==> config.mk <==
export PLATFORM = sky130hd
export DESIGN_NAME = coreaxitoahbl_wstrb_sequencer_flat
export DESIGN_NICKNAME = d
export VERILOG_FILES = /design/src/rtl/coreaxitoahbl_wstrb_sequencer_if.sv /design/src/rtl/coreaxitoahbl_wstrb_sequencer.sv /design/src/flat_wrapper.sv
export SDC_FILE = /design/constraint.sdc
export NUM_CORES = 1
export LEC_CHECK = 0
export CORE_AREA = 2 2 95 97
export CTS_CLUSTER_DIAMETER = 100
export DETAILED_ROUTE_END_ITERATION = 10
export DIE_AREA = 0 0 97 99
export HOLD_SLACK_MARGIN = 0.15
export PLACE_DENSITY = 0.86
export SLEW_MARGIN = 5
export SYNTH_ARGS = -nofsm -noshare
export SYNTH_HDL_FRONTEND = slang
export SYNTH_SLANG_ARGS = --single-unit
export TNS_END_PERCENT = 20
==> constraint.sdc <==
create_clock -name ACLK -period 4 [get_ports ACLK]
set_input_delay 0.4 -clock ACLK [delete_from_list [all_inputs] [get_ports ACLK]]
set_output_delay 0.4 -clock ACLK [all_outputs]
set_load 0.02 [all_outputs]
==> src/rtl/coreaxitoahbl_wstrb_sequencer_if.sv <==
// Write-beat input and AHB-Lite transfer-request output of the strobe sequencer.
// The slave modport is the sequencer's view; master is the view of whatever drives it.
interface coreaxitoahbl_wstrb_sequencer_if #(
    parameter int ADDR_WIDTH = 32
) ();
    logic                  in_valid;
    logic                  in_ready;
    logic [ADDR_WIDTH-1:0] in_addr;
    logic [7:0]            in_wstrb;
    logic                  out_valid;
    logic                  out_ready;
    logic [ADDR_WIDTH-1:0] out_addr;
    logic [2:0]            out_size;
    logic                  out_last;
    logic                  beat_done;

    modport slave (
        input  in_valid, in_addr, in_wstrb, out_ready,
        output in_ready, out_valid, out_addr, out_size, out_last, beat_done
    );

    modport master (
        output in_valid, in_addr, in_wstrb, out_ready,
        input  in_ready, out_valid, out_addr, out_size, out_last, beat_done
    );
endinterface

==> src/rtl/coreaxitoahbl_wstrb_sequencer.sv <==
// Splits one 64-bit write beat with sparse byte strobes into a sequence of
// naturally aligned AHB-Lite transfers, lowest address first.
module coreaxitoahbl_wstrb_sequencer #(
    parameter int ADDR_WIDTH = 32,
    parameter int MAX_SIZE   = 3
) (
    input  logic ACLK,
    input  logic ARESETN,
    coreaxitoahbl_wstrb_sequencer_if.slave bus
);
    localparam logic [0:0] IDLE  = 1'b0;
    localparam logic [0:0] ISSUE = 1'b1;

    typedef struct packed {
        logic [2:0] off;
        logic [2:0] size;
        logic [7:0] cov;
        logic       last;
    } pick_t;

    // Lowest pending byte, widened to the largest aligned fully-strobed chunk.
    function automatic pick_t pickTransfer(input logic [7:0] mask);
        pick_t      r;
        logic       found;
        logic [7:0] chunk;
        r     = '0;
        found = 1'b0;
        for (int i = 0; i < 8; i++) begin
            if (!found && mask[i]) begin
                r.off = 3'(i);
                found = 1'b1;
            end
        end
        r.cov = 8'd1 << r.off;
        for (int s = 1; s <= MAX_SIZE; s++) begin
            chunk = 8'((1 << (1 << s)) - 1) << r.off;
            if (((int'(r.off) % (1 << s)) == 0) && ((mask & chunk) == chunk)) begin
                r.size = 3'(s);
                r.cov  = chunk;
            end
        end
        r.last = (mask & ~r.cov) == 8'd0;
        return r;
    endfunction

    logic [0:0]            stateReg;
    logic [ADDR_WIDTH-1:0] baseReg;
    logic [7:0]            pendReg;
    logic [7:0]            coverReg;
    logic                  outValidReg;
    logic [ADDR_WIDTH-1:0] outAddrReg;
    logic [2:0]            outSizeReg;
    logic                  outLastReg;
    logic                  beatDoneReg;

    logic [ADDR_WIDTH-1:0] inBase;
    logic [7:0]            remaining;
    logic [7:0]            pickMask;
    pick_t                 pick;
    logic [ADDR_WIDTH-1:0] pickOff;

    // Base is 8-byte aligned, so OR-ing the offset in is the carry-free add.
    assign inBase    = bus.in_addr & ~{{(ADDR_WIDTH-3){1'b0}}, 3'b111};
    assign remaining = pendReg & ~coverReg;
    assign pickOff   = {{(ADDR_WIDTH-3){1'b0}}, pick.off};

    always_comb begin
        pickMask = remaining;
        if (stateReg == IDLE) begin
            pickMask = bus.in_wstrb;
        end
        pick = pickTransfer(pickMask);
    end

    always_ff @(posedge ACLK or negedge ARESETN) begin
        if (!ARESETN) begin
            stateReg    <= IDLE;
            baseReg     <= '0;
            pendReg     <= '0;
            coverReg    <= '0;
            outValidReg <= 1'b0;
            outAddrReg  <= '0;
            outSizeReg  <= '0;
            outLastReg  <= 1'b0;
            beatDoneReg <= 1'b0;
        end else begin
            beatDoneReg <= 1'b0;
            case (stateReg)
                IDLE: begin
                    if (bus.in_valid) begin
                        if (bus.in_wstrb == 8'd0) begin
                            beatDoneReg <= 1'b1;
                        end else begin
                            stateReg    <= ISSUE;
                            baseReg     <= inBase;
                            pendReg     <= bus.in_wstrb;
                            coverReg    <= pick.cov;
                            outValidReg <= 1'b1;
                            outAddrReg  <= inBase | pickOff;
                            outSizeReg  <= pick.size;
                            outLastReg  <= pick.last;
                        end
                    end
                end
                default: begin
                    if (outValidReg && bus.out_ready) begin
                        if (outLastReg) begin
                            stateReg    <= IDLE;
                            pendReg     <= '0;
                            coverReg    <= '0;
                            outValidReg <= 1'b0;
                            beatDoneReg <= 1'b1;
                        end else begin
                            pendReg    <= remaining;
                            coverReg   <= pick.cov;
                            outAddrReg <= baseReg | pickOff;
                            outSizeReg <= pick.size;
                            outLastReg <= pick.last;
                        end
                    end
                end
            endcase
        end
    end

    assign bus.in_ready  = (stateReg == IDLE);
    assign bus.out_valid = outValidReg;
    assign bus.out_addr  = outAddrReg;
    assign bus.out_size  = outSizeReg;
    assign bus.out_last  = outLastReg;
    assign bus.beat_done = beatDoneReg;
endmodule

==> src/flat_wrapper.sv <==
// flat-port wrapper written by rule: the top's interface ports become plain ports
module coreaxitoahbl_wstrb_sequencer_flat 
#(
    parameter int ADDR_WIDTH = 32,
    parameter int MAX_SIZE   = 3
)
  (ACLK, ARESETN, bus_in_valid, bus_in_addr, bus_in_wstrb, bus_out_ready, bus_in_ready, bus_out_valid, bus_out_addr, bus_out_size, bus_out_last, bus_beat_done);
  coreaxitoahbl_wstrb_sequencer_if #(.ADDR_WIDTH(ADDR_WIDTH)) bus_i ();
  input  logic ACLK;
  input  logic ARESETN;
  input wire logic [$bits(bus_i.in_valid)-1:0] bus_in_valid;
  input wire logic [$bits(bus_i.in_addr)-1:0] bus_in_addr;
  input wire logic [$bits(bus_i.in_wstrb)-1:0] bus_in_wstrb;
  input wire logic [$bits(bus_i.out_ready)-1:0] bus_out_ready;
  output wire logic [$bits(bus_i.in_ready)-1:0] bus_in_ready;
  output wire logic [$bits(bus_i.out_valid)-1:0] bus_out_valid;
  output wire logic [$bits(bus_i.out_addr)-1:0] bus_out_addr;
  output wire logic [$bits(bus_i.out_size)-1:0] bus_out_size;
  output wire logic [$bits(bus_i.out_last)-1:0] bus_out_last;
  output wire logic [$bits(bus_i.beat_done)-1:0] bus_beat_done;
  assign bus_i.in_valid = bus_in_valid;
  assign bus_i.in_addr = bus_in_addr;
  assign bus_i.in_wstrb = bus_in_wstrb;
  assign bus_i.out_ready = bus_out_ready;
  assign bus_in_ready = bus_i.in_ready;
  assign bus_out_valid = bus_i.out_valid;
  assign bus_out_addr = bus_i.out_addr;
  assign bus_out_size = bus_i.out_size;
  assign bus_out_last = bus_i.out_last;
  assign bus_beat_done = bus_i.beat_done;
  coreaxitoahbl_wstrb_sequencer #(.ADDR_WIDTH(ADDR_WIDTH), .MAX_SIZE(MAX_SIZE)) u_core (.ACLK(ACLK), .ARESETN(ARESETN), .bus(bus_i));
endmodule
==> impl_metrics.yaml, run 1 <==
# synthesis and place-and-route metrics
status:
  status: "finished clean"
hold_path:
  hp-class: "in -> async"
logic_synthesis:
  synth_warnings: 0
  synth-edff-count: 0
  syn_nets: 480
  synthAdderAreaFrac: 0.0197
  syn_inst: 429
  ys_cells: 429
  logic_family: "AND-OR/OR-AND gates"
  yosys.stat.chipArea_um2: 4450
  yosys.area.top_type: "dfrtp_1"
  synthMuxAreaShare: 0.142
  syn_area_per_cell_um2: 10.4
  synth-seq-cells: 83
  synth-simple-area-share: 0.167
clock_tree:
  ctsHtreeMaxLevel: 3
  numCtsBuffers: 9
  cts_buffer_depth: 2
  cts_tree: "done"
  clockRootBuffer: "clkbuf_8"
  cts.clk_slew.worst_paths_ns: 0.10
timing:
  worst_slew_pin_slew_ns: 1.03
  rsz0062_at_grt: "false"
  finalMaxSlewViolations: 0
  setup-violations-final: 0
floorplanning:
  fp-utilization: 0.520
  io_pins: 83
worst_setup_path:
  path_delay_family: "AND-OR/OR-AND gates"
  cp-start-kind: "register"
  cp_slowest_cell: "dfrtp_4"
grt:
  grt_usage: 0.254
  grt_pass1_vias: 4030
  antenna_found_initial: 0
  grt_pass1_wl_mm: 19.6
  globalRouteOverflowTotal: 0
power_and_ir_drop:
  cellLeakagePower_nw: 2.63
  p_total_mw: 5.62
routing:
  ant_nets: 0
  drt-vias-per-instance: 6.04
finish:
  n_fill_cell: 635
placement:
  dp_hpwl_mm: 8.84
run 1: layout make-up:
cell class / instances / area, um^2 / area share
multi-input cells: 317 / 2290 / 0.392
well taps: 108 / 135 / 0.0232
flip-flops and latches: 83 / 2080 / 0.357
repair buffers: 124 / 1130 / 0.193
clock inverters: 6 / 50.0 / 0.00859
inverters: 6 / 22.5 / 0.00386
clock buffers: 10 / 128 / 0.0219
run 1: power by group through the flow:
stage	Clock, mW	Sequential [mW]	Combinational, mW
floorplan	0	1.63	1.94
global route	0.603	1.53	3.84
finish	0.565	1.49	3.56
CTS	0.566	1.50	3.45
detailed placement	0	1.51	3.43
global placement	0	1.47	3.34
run 1: layer usage:
| layer | routed length (um) | part of all wire | vias up |
|---|---|---|---|
| li1 | - | - | 1796 |
| met1 | 4890 | 0.40 | 1968 |
| met2 | 6000 | 0.49 | 157 |
| met3 | 907 | 0.075 | 31 |
| met4 | 368 | 0.030 | 0 |
| met5 | 0 | 0 | - |
run 1: metrics by stage:
| stage | worst slack, ns | TNS (ns) | instances | hold WS [ns] |
|---|---|---|---|---|
| floorplan | 0.389 | 0 | 429 | 0.104 |
| global placement | -0.0101 | -0.0101 | 637 | 0.456 |
| detailed placement | -0.0572 | -0.0572 | 637 | 0.459 |
| CTS | 0.119 | 0 | 653 | 0.244 |
| global route | 0.00748 | 0 | 654 | 0.298 |
| finish | 0.211 | 0 | 654 | 0.207 |
run 1: flip-flops by register name, summed over array words and instances (netlist names):
signal and count:
u_core.baseReg 29, u_core.bus.beat_done 1, u_core.bus.out_addr 32, u_core.bus.out_last 1, u_core.bus.out_size 2, u_core.bus.out_valid 1, u_core.coverReg 8, u_core.pendReg 8
u_core.stateReg 1
run 1: what timing repair did:
action                                  in CTS  in global routing
gates resized                                0                  7
buffers inserted                             0                  1
endpoints found under the setup margin       0                  3
run 1: placed cells by master (no fill, tap or decap), types with 3 or more instances in the layout:
cell / n
dfrtp_1: 82
clkdlybuf4s50_1: 77
nand2_1: 60
o21ai_0: 51
buf_4: 46
mux2i_1: 29
mux2_2: 29
nor2_1: 13
a22o_1: 9
clkbuf_8: 9
nand2b_1: 8
nand3b_1: 7
a21oi_1: 7
ha_1: 7
inv_1: 6
nand3_1: 6
a31oi_1: 6
nor2b_1: 5
nor4_1: 5
o31ai_1: 5
o211ai_1: 3
nand4_1: 3
run 1: final timing paths:
path                       slack, ns                           startpoint                             endpoint  depth (start not counted)
setup / recovery                0.21            u_core.stateReg$_DFF_PN0_      u_core.bus.out_last$_DFFE_PN0P_                         17
hold / removal                  0.21                              ARESETN        u_core.pendReg[4]$_DFFE_PN0P_                          1
setup reg to reg                0.21            u_core.stateReg$_DFF_PN0_      u_core.bus.out_last$_DFFE_PN0P_                         17
hold reg to reg                 0.49  u_core.bus.out_addr[19]$_DFFE_PN0P_  u_core.bus.out_addr[19]$_DFFE_PN0P_                          2
max in group asynchronous       3.05                              ARESETN            u_core.stateReg$_DFF_PN0_                          1
min in group ACLK               0.49  u_core.bus.out_addr[19]$_DFFE_PN0P_  u_core.bus.out_addr[19]$_DFFE_PN0P_                          2
==> run_1/wires.png <==
Bar = 20 um.
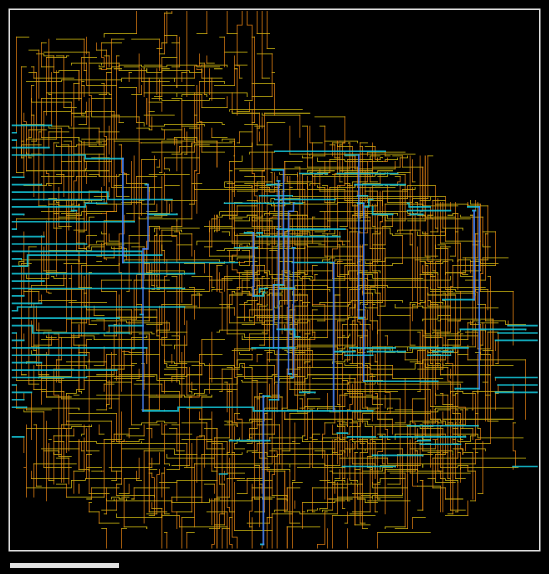
- metal 4: blue (wire length 368 um)
- metal 3: cyan (wire length 908 um)
- metal 1: yellow (wire length 4890 um)
- metal 2: orange (wire length 6000 um)
routed wire length per instance: 18.6 um
vias: 3952

==> run_1/clk_routes.png <==
Bar = 20 um.
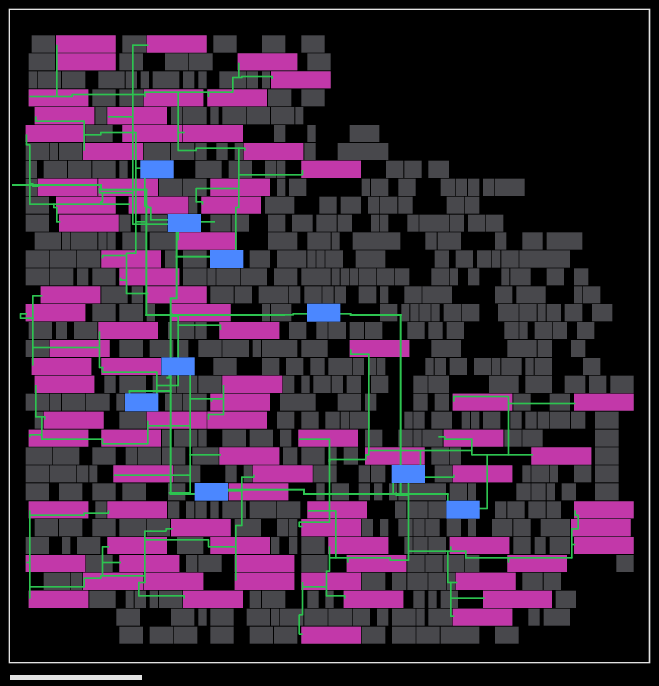
- flip-flops: magenta (count 83)
- clock wires: green (length 994 um)
- clock drivers: blue (count 9)
- flops lie: all over the die
clock share of power: 0.101
Post-Route Skew: 0.0119 ns
clock latency on the worst-skew pair: 0.36 ns

==> run_1/placement_by_type.png <==
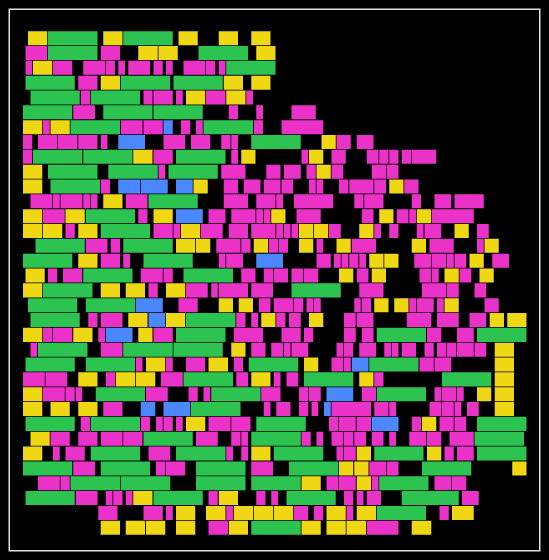
- clock drivers and dummy loads: blue (cells 16)
- other buffers and delay cells: yellow (cells 124)
- combinational and other logic: magenta (cells 323)
- flops: green (cells 83)
row cnt: 34
post-route cell area: 5830 um^2
final core utilization: 0.682
core area: 8550 um^2

==> run_1/congestion.png <==
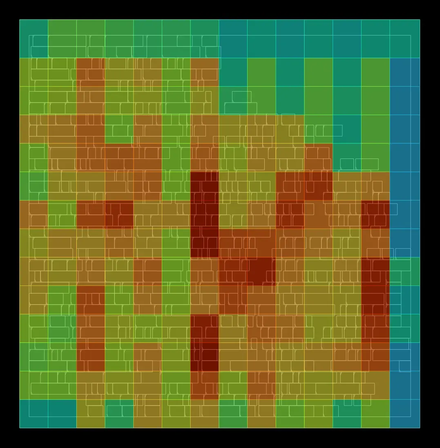

==> inputs of run 2 (changes only) <==
--- a/config.mk
+++ b/config.mk
@@ -9,6 +9,7 @@
 export CTS_CLUSTER_DIAMETER = 100
 export DETAILED_ROUTE_END_ITERATION = 10
 export DIE_AREA = 0 0 97 99
+export GPL_TIMING_DRIVEN = 0
 export HOLD_SLACK_MARGIN = 0.15
 export PLACE_DENSITY = 0.86
 export SLEW_MARGIN = 5
==> run_2/congestion.png <==
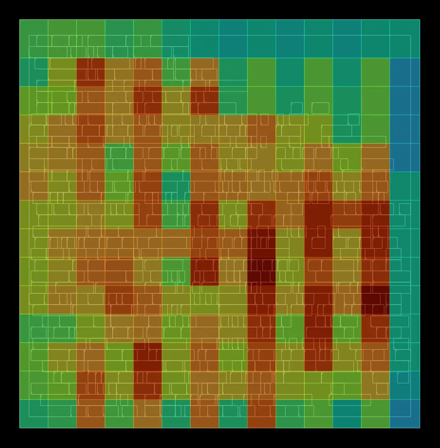
GR Layer Usage met3: 0.0695
GR peak layer: met2
All-Layer GR Usage: 0.262
final core utilization: 0.681

==> run_2/power_grid.png <==
Pins as bars on the die edge. Tap cells in grey.
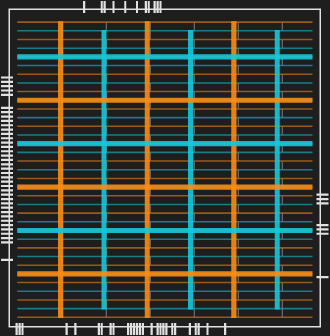
- VDD: cyan
- VSS: orange
- met5 straps: 6
- met1 rails: 35
- signal pins: 83
- met4 straps: 6
die height: 99 um
VDD IR max: 0.439 mV
Die X: 97 um

==> run 2 against run 1 <==
  * Die area stayed put
  * Critical path depth is 1 lower
  * Sequential power hardly changed
  * Critical path type unchanged
  * Largest cell class unchanged
==> impl_metrics.yaml, run 2 <==
# synthesis and place-and-route metrics
timing:
  fin_ws_ns: 0.169
  worst_slew_pin_slew_ns: 0.906
  finClkSkew_ns: 0.0154
routing:
  ant_nets: 0
  drt-vias-per-instance: 6.04
  via_count: 3889
floorplanning:
  fp-utilization: 0.520
  io_pins: 83
  core-area_um2: 8550
  row_count: 34
power_and_ir_drop:
  power_frac_clock: 0.111
  cellLeakagePower_nw: 2.56
  combPwrFrac: 0.626
clock_tree:
  cts_buffer_depth: 2
  numCtsBuffers: 9
  insertion_delay_ns: 0.38
  ctsHtreeMaxLevel: 3
logic_synthesis:
  syn_nets: 480
  yosys.stat.chipArea_um2: 4450
  synth-seq-cells: 83
  synth-edff-count: 0
  syn_area_per_cell_um2: 10.4
  yosys.area.top_type: "dfrtp_1"
  synth_warnings: 0
  ys_cells: 429
grt:
  antenna_found_initial: 0
  grt_pass1_vias: 4023
  grt_pass1_wl_mm: 20.2
finish:
  lay_top_cells: "82 x dfrtp_1, 77 x clkdlybuf4s50_1, 60 x nand2_1, 51 x o21ai_0"
  fin_cells: 644
  drive_gt1_frac: 0.181
  largest_reg_flops: 32
  layout_top_cell: "dfrtp_1"
status:
  status: "finished clean"
placement:
  preCtsSetupSlack_ns: -0.485
hold_path:
  hp-class: "in -> async"
worst_setup_path:
  cp-start-kind: "register"
-- run 2: cell counts after synthesis --
Identical to the previous run, type by type.
-- run 2: cell type report --
type,count,area (um^2),share of cell area
buffer,21,103,0.0176
clock buffer,9,124,0.0213
clock inverter,7,81.3,0.0140
inverter,6,22.5,0.00387
multi-input combinational,317,2370,0.407
sequential,83,2080,0.357
tap,108,135,0.0232
timing repair buffer,93,913,0.157
-- run 2: through the flow --
stage	hold WS [ns]	setup TNS [ns]	total power, mW	area, um^2
after CTS	0.460	0	5.33	5660
after floorplan	0.104	0	3.57	4450
final	0.452	0	5.61	5830
after global placement	0.460	-28.71	4.49	5360
after global routing	0.480	-0.0324	5.95	5830
after detailed placement	0.319	-0.958	4.59	5390
-- run 2: logic make-up (layout without fill, tap and decap cells) --
kind of cell | after synthesis | after routing | synth area share
compound gates | 116 | 116 | 0.174
fa+ha+maj | 7 | 7 | 0.0197
buf+inv | 29 | 136 | 0.0290
flops | 83 | 83 | 0.467
mux | 59 | 59 | 0.142
other cells | 1 | 1 | 0.000843
simple gates | 134 | 134 | 0.167
-- run 2: timing repair --
action	in CTS	in global routing
resized	8	18
hold buffers	1	0
cloned	0	0
setup endpoints to repair	3	4
pin swaps	2	7
hold endpoints to repair	22	0
buffers inserted	4	9
-- run 2: critical path, stage by stage, from the launching register on --
cell and delay [ns]:
dfrtp_2 0.42, buf_6 0.14, nand3b_1 0.17, nand4_1 0.24, or3_4 0.47, o22ai_4 0.17
inv_1 0.11, ha_4 0.20, o32ai_2 0.29, a21oi_2 0.12, o22ai_2 0.24, nor4_4 0.09
buf_4 0.18, nor2_2 0.14, mux2_4 0.32, o221a_1 0.27, nor3_2 0.17
-- run 2: power groups by stage --
stage | clock network [mW] | logic [mW] | registers [mW]
4_1_cts | 0.627 | 3.22 | 1.48
5_1_grt | 0.660 | 3.77 | 1.52
3_3_place_gp | 0 | 3.03 | 1.46
2_1_floorplan | 0 | 1.94 | 1.63
3_5_place_dp | 0 | 3.10 | 1.49
6_report | 0.621 | 3.51 | 1.48
-- run 2: worst paths after layout --
path                                                           end  slack, ns                          startpoint  cells after the start
max in group asynchronous           u_core.baseReg[24]$_DFFE_PN0P_       2.93                             ARESETN                      3
worst max-delay path               u_core.bus.out_last$_DFFE_PN0P_       0.17           u_core.stateReg$_DFF_PN0_                     16
worst min-delay path                 u_core.pendReg[0]$_DFFE_PN0P_       0.45                             ARESETN                      2
worst max register to register     u_core.bus.out_last$_DFFE_PN0P_       0.17           u_core.stateReg$_DFF_PN0_                     16
min in group ACLK               u_core.bus.out_size[0]$_DFFE_PN0P_       0.48  u_core.bus.out_size[0]$_DFFE_PN0P_                      2
worst min register to register  u_core.bus.out_size[0]$_DFFE_PN0P_       0.48  u_core.bus.out_size[0]$_DFFE_PN0P_                      2
-- run 2: per-layer routing --
| metal | global-route usage | wire length [um] | vias to the layer above |
|---|---|---|---|
| li1 | - | - | 1783 |
| met1 | 0.326 | 5050 | 1933 |
| met2 | 0.451 | 6350 | 147 |
| met3 | 0.0695 | 960 | 26 |
| met4 | 0.0758 | 233 | 0 |
| met5 | 0 | 0 | - |
No activity file was given, so power comes from the tool's default toggle rates.
